Design video_oam_dma, sky130hd; sources not shown.
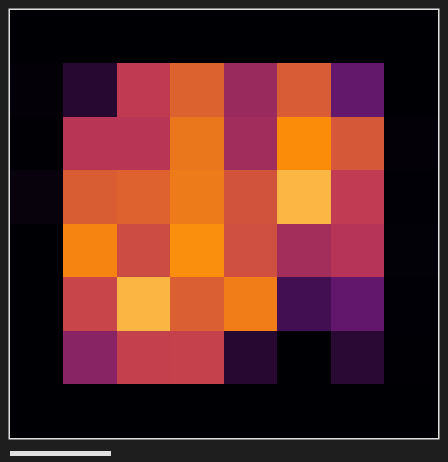
**Above:** run 1 (placement density heat map).
The bar under the picture is 20 µm long. The die is cut into 8 by 8 equal tiles; black is low, pale yellow is high, 0 to 100% covered.
- emptiest ninth of the die: south-east
- mean over tiles: 28%
- densest ninth of the die: center
- tiles over 75% full: 4.7%
- fullest tile: 84%
- nearly empty tiles: 44%
Post-Route Utilization: 52.33%
fp_density: 36.32%
area of the core region: 0.004000 mm²

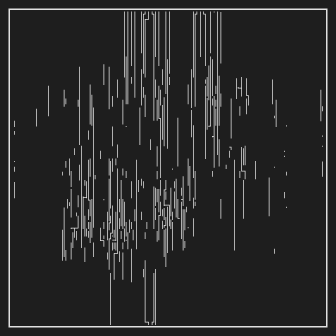
**Above:** run 1 (metal 2).
- main direction: vertical
- wire length on this layer: 1660 µm
met2 track demand over resource in global routing: 14.66%
vias after detailed routing: 1090
DRT Wirelength: 3.468 mm

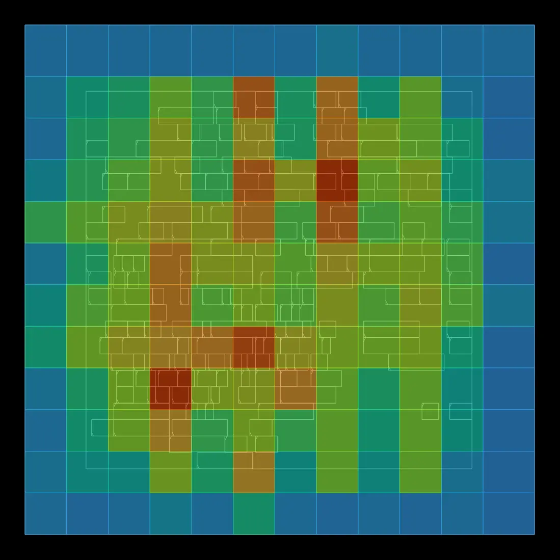
**Above:** run 1 (routing congestion).
wire length per cell: 15.69 µm
met3 track utilization from global routing: 5.024%
total track usage: 9.836%

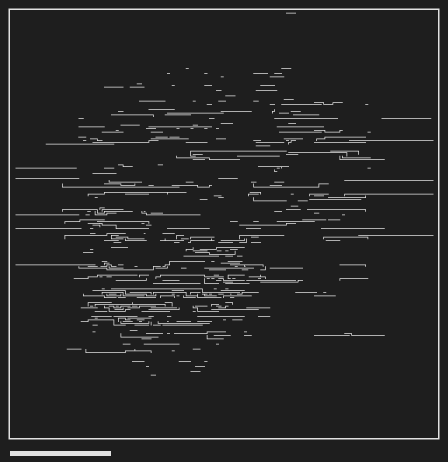
**Above:** run 1 (the metal 1 layer).
The bar under the picture is 20 µm long.
- main direction: horizontal
- wire length on this layer: 1500 µm
- share of all routed wire: 43%
- nets with wire on the layer: 167
global-route track usage on met1: 12.21%

==> job_summary.md, run 1 <==
### Metrics collected by this job

| Metric | Value |
|---|---|
| Cell area after synthesis | `0.001453 mm²` |
| Cell breakdown of the critical path | `clkdlybuf4s50_1` |
| Final tally of max-slew violations | `0` |
| Top Layout Cells | `clkdlybuf4s50_1, dfrtp_1, mux2_2, mux2_4` |
| Final Cycle Share | `91.57%` |
| Final setup viols | `0` |
| FF+latch count | `34` |
| Max FFs per register | `16` |
| FF-to-FF setup slack | `420 ps` |
| Number of antenna violations at the first check in global routing | `0` |
| Portion of the post-synthesis area used by sequential elements | `~60%` |
| Via density per instance | `4.932` |
| R2R depth | `6` |
| Non-clock buffering overhead | `between 20% and 30%` |
| CP Data Arrival Time | `~1500 ps` |
| GRT Max-Usage Layer | `met2` |
| Setup repair after global routing missed its margin | `false` |
| Post-synthesis cell type with the largest instance count | `dfrtp_1` |
| Count of cells resized by post-cts repair | `0` |
| First-pass GRT wire length | `5.782 mm` |
| Delay of the slowest cell on the worst path | `720 ps` |
| Number of global-route vias before repair | `1120` |
| Overall power consumption | `0.002703 W` |
| Total of fill cells in the finished design | `between 300 and 400` |
| I/O pin count | `~49` |
| Proportion of cell area spent on the clock network | `4.543%` |
| Class of the most critical setup path | `reg -> out` |
| Total number of warnings across the stage logs | `26` |
| Buffers inserted by post-CTS timing repair | `0` |
| CP Max Fanout | `7` |
| Distinct cells, synth | `33` |
| Main area contributors | `dfrtp_1, mux2_4, mux2_2` |
| Sink count of the clock tree | `34` |
| Status | `completed` |
| Setup TNS Final | `0 ps` |
| TritonCTS clock tree | `yes` |
| Layout inverter count without the clock tree | `7` |
| Sum of met3 wire segment lengths after detailed routing | `~300 µm` |
| Final weighted congestion of routability-driven global placement | `0.7861` |
| Async set or reset register ratio after synthesis | `100.0%` |
| Area Overhead vs Synth | `44.10%` |
| Critical Path Slowest Stage Cell | `clkdlybuf4s50_1` |
| CTS H-tree lvls | `2` |
| Cell row count | `23` |
| Primary flip-flop cell chosen by synthesis mapping | `dfrtp_1` |
| Yosys Chip Area | `0.001453 mm²` |
| Depth of the worst hold-timing path | `0` |
| Sequential cell area | `850.8 µm²` |
## run 1: power by group
| group | total (W) | leakage [nW] | switching [W] | internal, W |
|---|---|---|---|---|
| Combinational | 0.00124 | 0.420 | 0.000645 | 0.000598 |
| Sequential | 0.000990 | 0.426 | 0.000159 | 0.000831 |
| Clock | 0.000471 | 0.0472 | 0.000225 | 0.000246 |
## run 1: stage by stage
step                      util (%)  cells  setup slack [ps]
after detailed placement     49.95    213             91.04
after CTS                    52.33    221             166.7
final                        52.33    221             189.6
after global placement       49.95    213             122.5
after floorplan                  -    116             353.0
after global routing         52.33    221             109.5
## run 1: cell families after synthesis
family / synth area share, %
muxes: 14.47
and+or+nand+nor: 10.94
AOI/OAI and AO/OA: 10.85
buffers and inverters: 3.704
adders and majority gates: 0.8612
DFF: 58.57
xor gates and xnor gates: 0.6030
==> run 2, diff against run 1 <==
Settings changed: CORE_MARGIN 10 to 8.
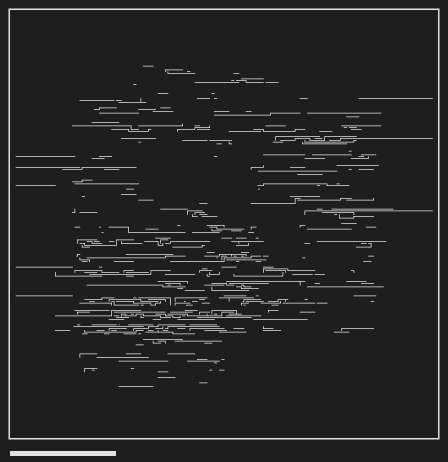
**Above:** run 2 (the metal 1 layer).
The bar under the picture is 20 µm long.
- share of all routed wire: 43%
- wire length on this layer: 1420 µm
DRT Wirelength: 3.294 mm
global-route track usage on met1: 13.48%
vias after detailed routing: 1089

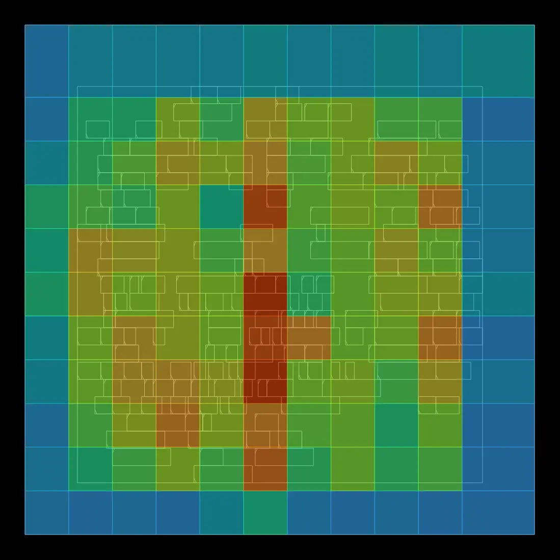
**Above:** run 2 (routing congestion).
GRT Max-Usage Layer: met2
total track usage: 10.91%
wire length per cell: 14.97 µm
met3 track utilization from global routing: 6.585%
met2 track demand over resource in global routing: 15.88%

==> run 2 against run 1 <==
Core utilization fell by 0.13 points. Via count is essentially flat. Maximum frequency grew 0.67%. Critical endpoint is now O_bus_addr[3]. Final cell count fell by 0.45%. Sequential power is 0.8% lower. Area after synthesis unchanged. Setup slack better by 14 ps. Clock power fell by 9.3%. Clock-buffer cell count is the same.
==> job_summary.md, run 2 <==
### Metrics collected by this job

| Metric | Value |
|---|---|
| Status | `completed (unchanged)` |
| Final instance count without filler cells | `220 (was 221)` |
| First-pass GRT wire length | `5.568 mm (was 5.782 mm)` |
| Fp_density | `36.32% (unchanged)` |
| Adder-cell share of the synthesized area | `0.8613% (unchanged)` |
| I/O pin count | `49 (unchanged)` |
| Overall power consumption | `0.002648 W (was 0.002703 W)` |
| Post-Route Utilization | `52.21% (was 52.33%)` |
| Cell breakdown of the critical path | `clkdlybuf4s50_1 (unchanged)` |
| Final weighted congestion of routability-driven global placement | `0.7894 (was 0.7861)` |
| Design internal power | `0.001664 W (was 0.001674 W)` |
| Portion of the post-synthesis area used by sequential elements | `58.57% (unchanged)` |
| CP Data Arrival Time | `1450 ps (was 1460 ps)` |
| Count of cells resized by post-cts repair | `0 (unchanged)` |
| Xor/xnor share of the synthesized area | `0.6029% (unchanged)` |
| Top Layout Cells | `clkdlybuf4s50_1, dfrtp_1, mux2_2, mux2_4 (unchanged)` |
| Delay of the slowest cell on the worst path | `710 ps (was 720 ps)` |
| Power Clock | `0.000427 W (was 0.000471 W)` |
| Depth of the worst hold-timing path | `0 (unchanged)` |
| Setup Slack @ Placement | `18.08 ps (was 91.04 ps)` |
| Leading power group | `combinational cells (unchanged)` |
| Seq power | `0.000982 W (was 0.000990 W)` |
| Primary flip-flop cell chosen by synthesis mapping | `dfrtp_1 (unchanged)` |
| Number of antenna violations at the first check in global routing | `0 (unchanged)` |
| Area of the core region | `0.004000 mm² (unchanged)` |
| Comb power frac | `46.8% (was 46.0%)` |
| Synthesized-area fraction occupied by and/or/nand/nor cells | `10.94% (unchanged)` |
| Final tally of max-slew violations | `0 (unchanged)` |
| TritonCTS clock tree | `yes (unchanged)` |
| Buffers inserted by post-CTS timing repair | `0 (unchanged)` |
| Setup repair after global routing missed its margin | `false (unchanged)` |
| Total number of warnings across the stage logs | `26 (unchanged)` |
| Multiplexer area fraction after synthesis | `14.47% (unchanged)` |
| Cell row count | `23 (unchanged)` |
| Critical Path Slowest Stage Cell | `clkdlybuf4s50_1 (unchanged)` |
| Comb. pwr | `0.00124 W (about the same)` |
| Yosys Chip Area | `0.001453 mm² (unchanged)` |
| Setup TNS Final | `0 ps (unchanged)` |
| Class of the most critical setup path | `reg -> out (unchanged)` |
| R2R depth | `6 (unchanged)` |
| FF-to-FF setup slack | `430 ps (was 420 ps)` |
| Cell area after synthesis | `0.001453 mm² (unchanged)` |
| CTS H-tree lvls | `2 (unchanged)` |
| Final Cycle Share | `90.96% (was 91.57%)` |
| Placed Cells | `214 (was 213)` |
| Async set or reset register ratio after synthesis | `100.0% (unchanged)` |
| Max FFs per register | `16 (unchanged)` |
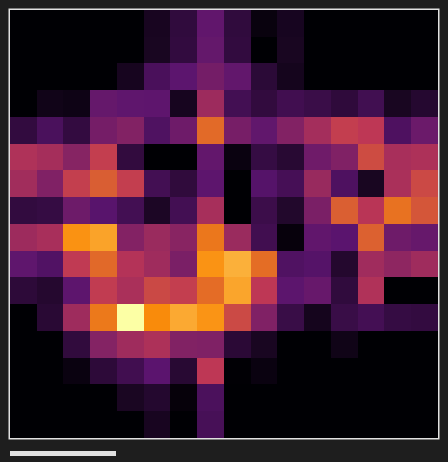
**Above:** run 2 (wiring heat map).
The bar under the picture is 20 µm long. The die is cut into 16 by 16 equal tiles; black is low, pale yellow is high, scaled to the fullest tile. Values are wire area over tile area, all layers added.
- tiles over half the peak: 13%
- densest ninth of the die: west
- nearly empty tiles: 32%

-- run 2: cell counts after synthesis --
No cell type changed its count.
-- run 2: area by class of cell --
type	instances	area [µm²]
fillers	347	1912
flip-flops and latches	34	850.8
multi-input cells	70	548.0
repair buffers	53	518.0
clock buffers	6	82.58
well taps	50	62.56
inverters	7	26.28
-- run 2: metal layers --
layer	vias up	global-route usage (%)	share of wire [%]
met5	-	0	0
met2	40	15.88	44
met1	524	13.48	43
met4	0	2.182	0.79
met3	4	6.585	13
li1	521	-	-
-- run 2: kinds of logic (layout without fill, tap and decap cells) --
logic type	count (synthesis)	in the layout
buffers and inverters	12	66
AND-OR/OR-AND	23	23
adder cells (fa/ha/maj)	1	1
multiplexers	16	16
AND/OR/NAND/NOR	29	29
XOR/XNOR	1	1
flip-flops	34	34
Power and IR drop assume default switching activity.
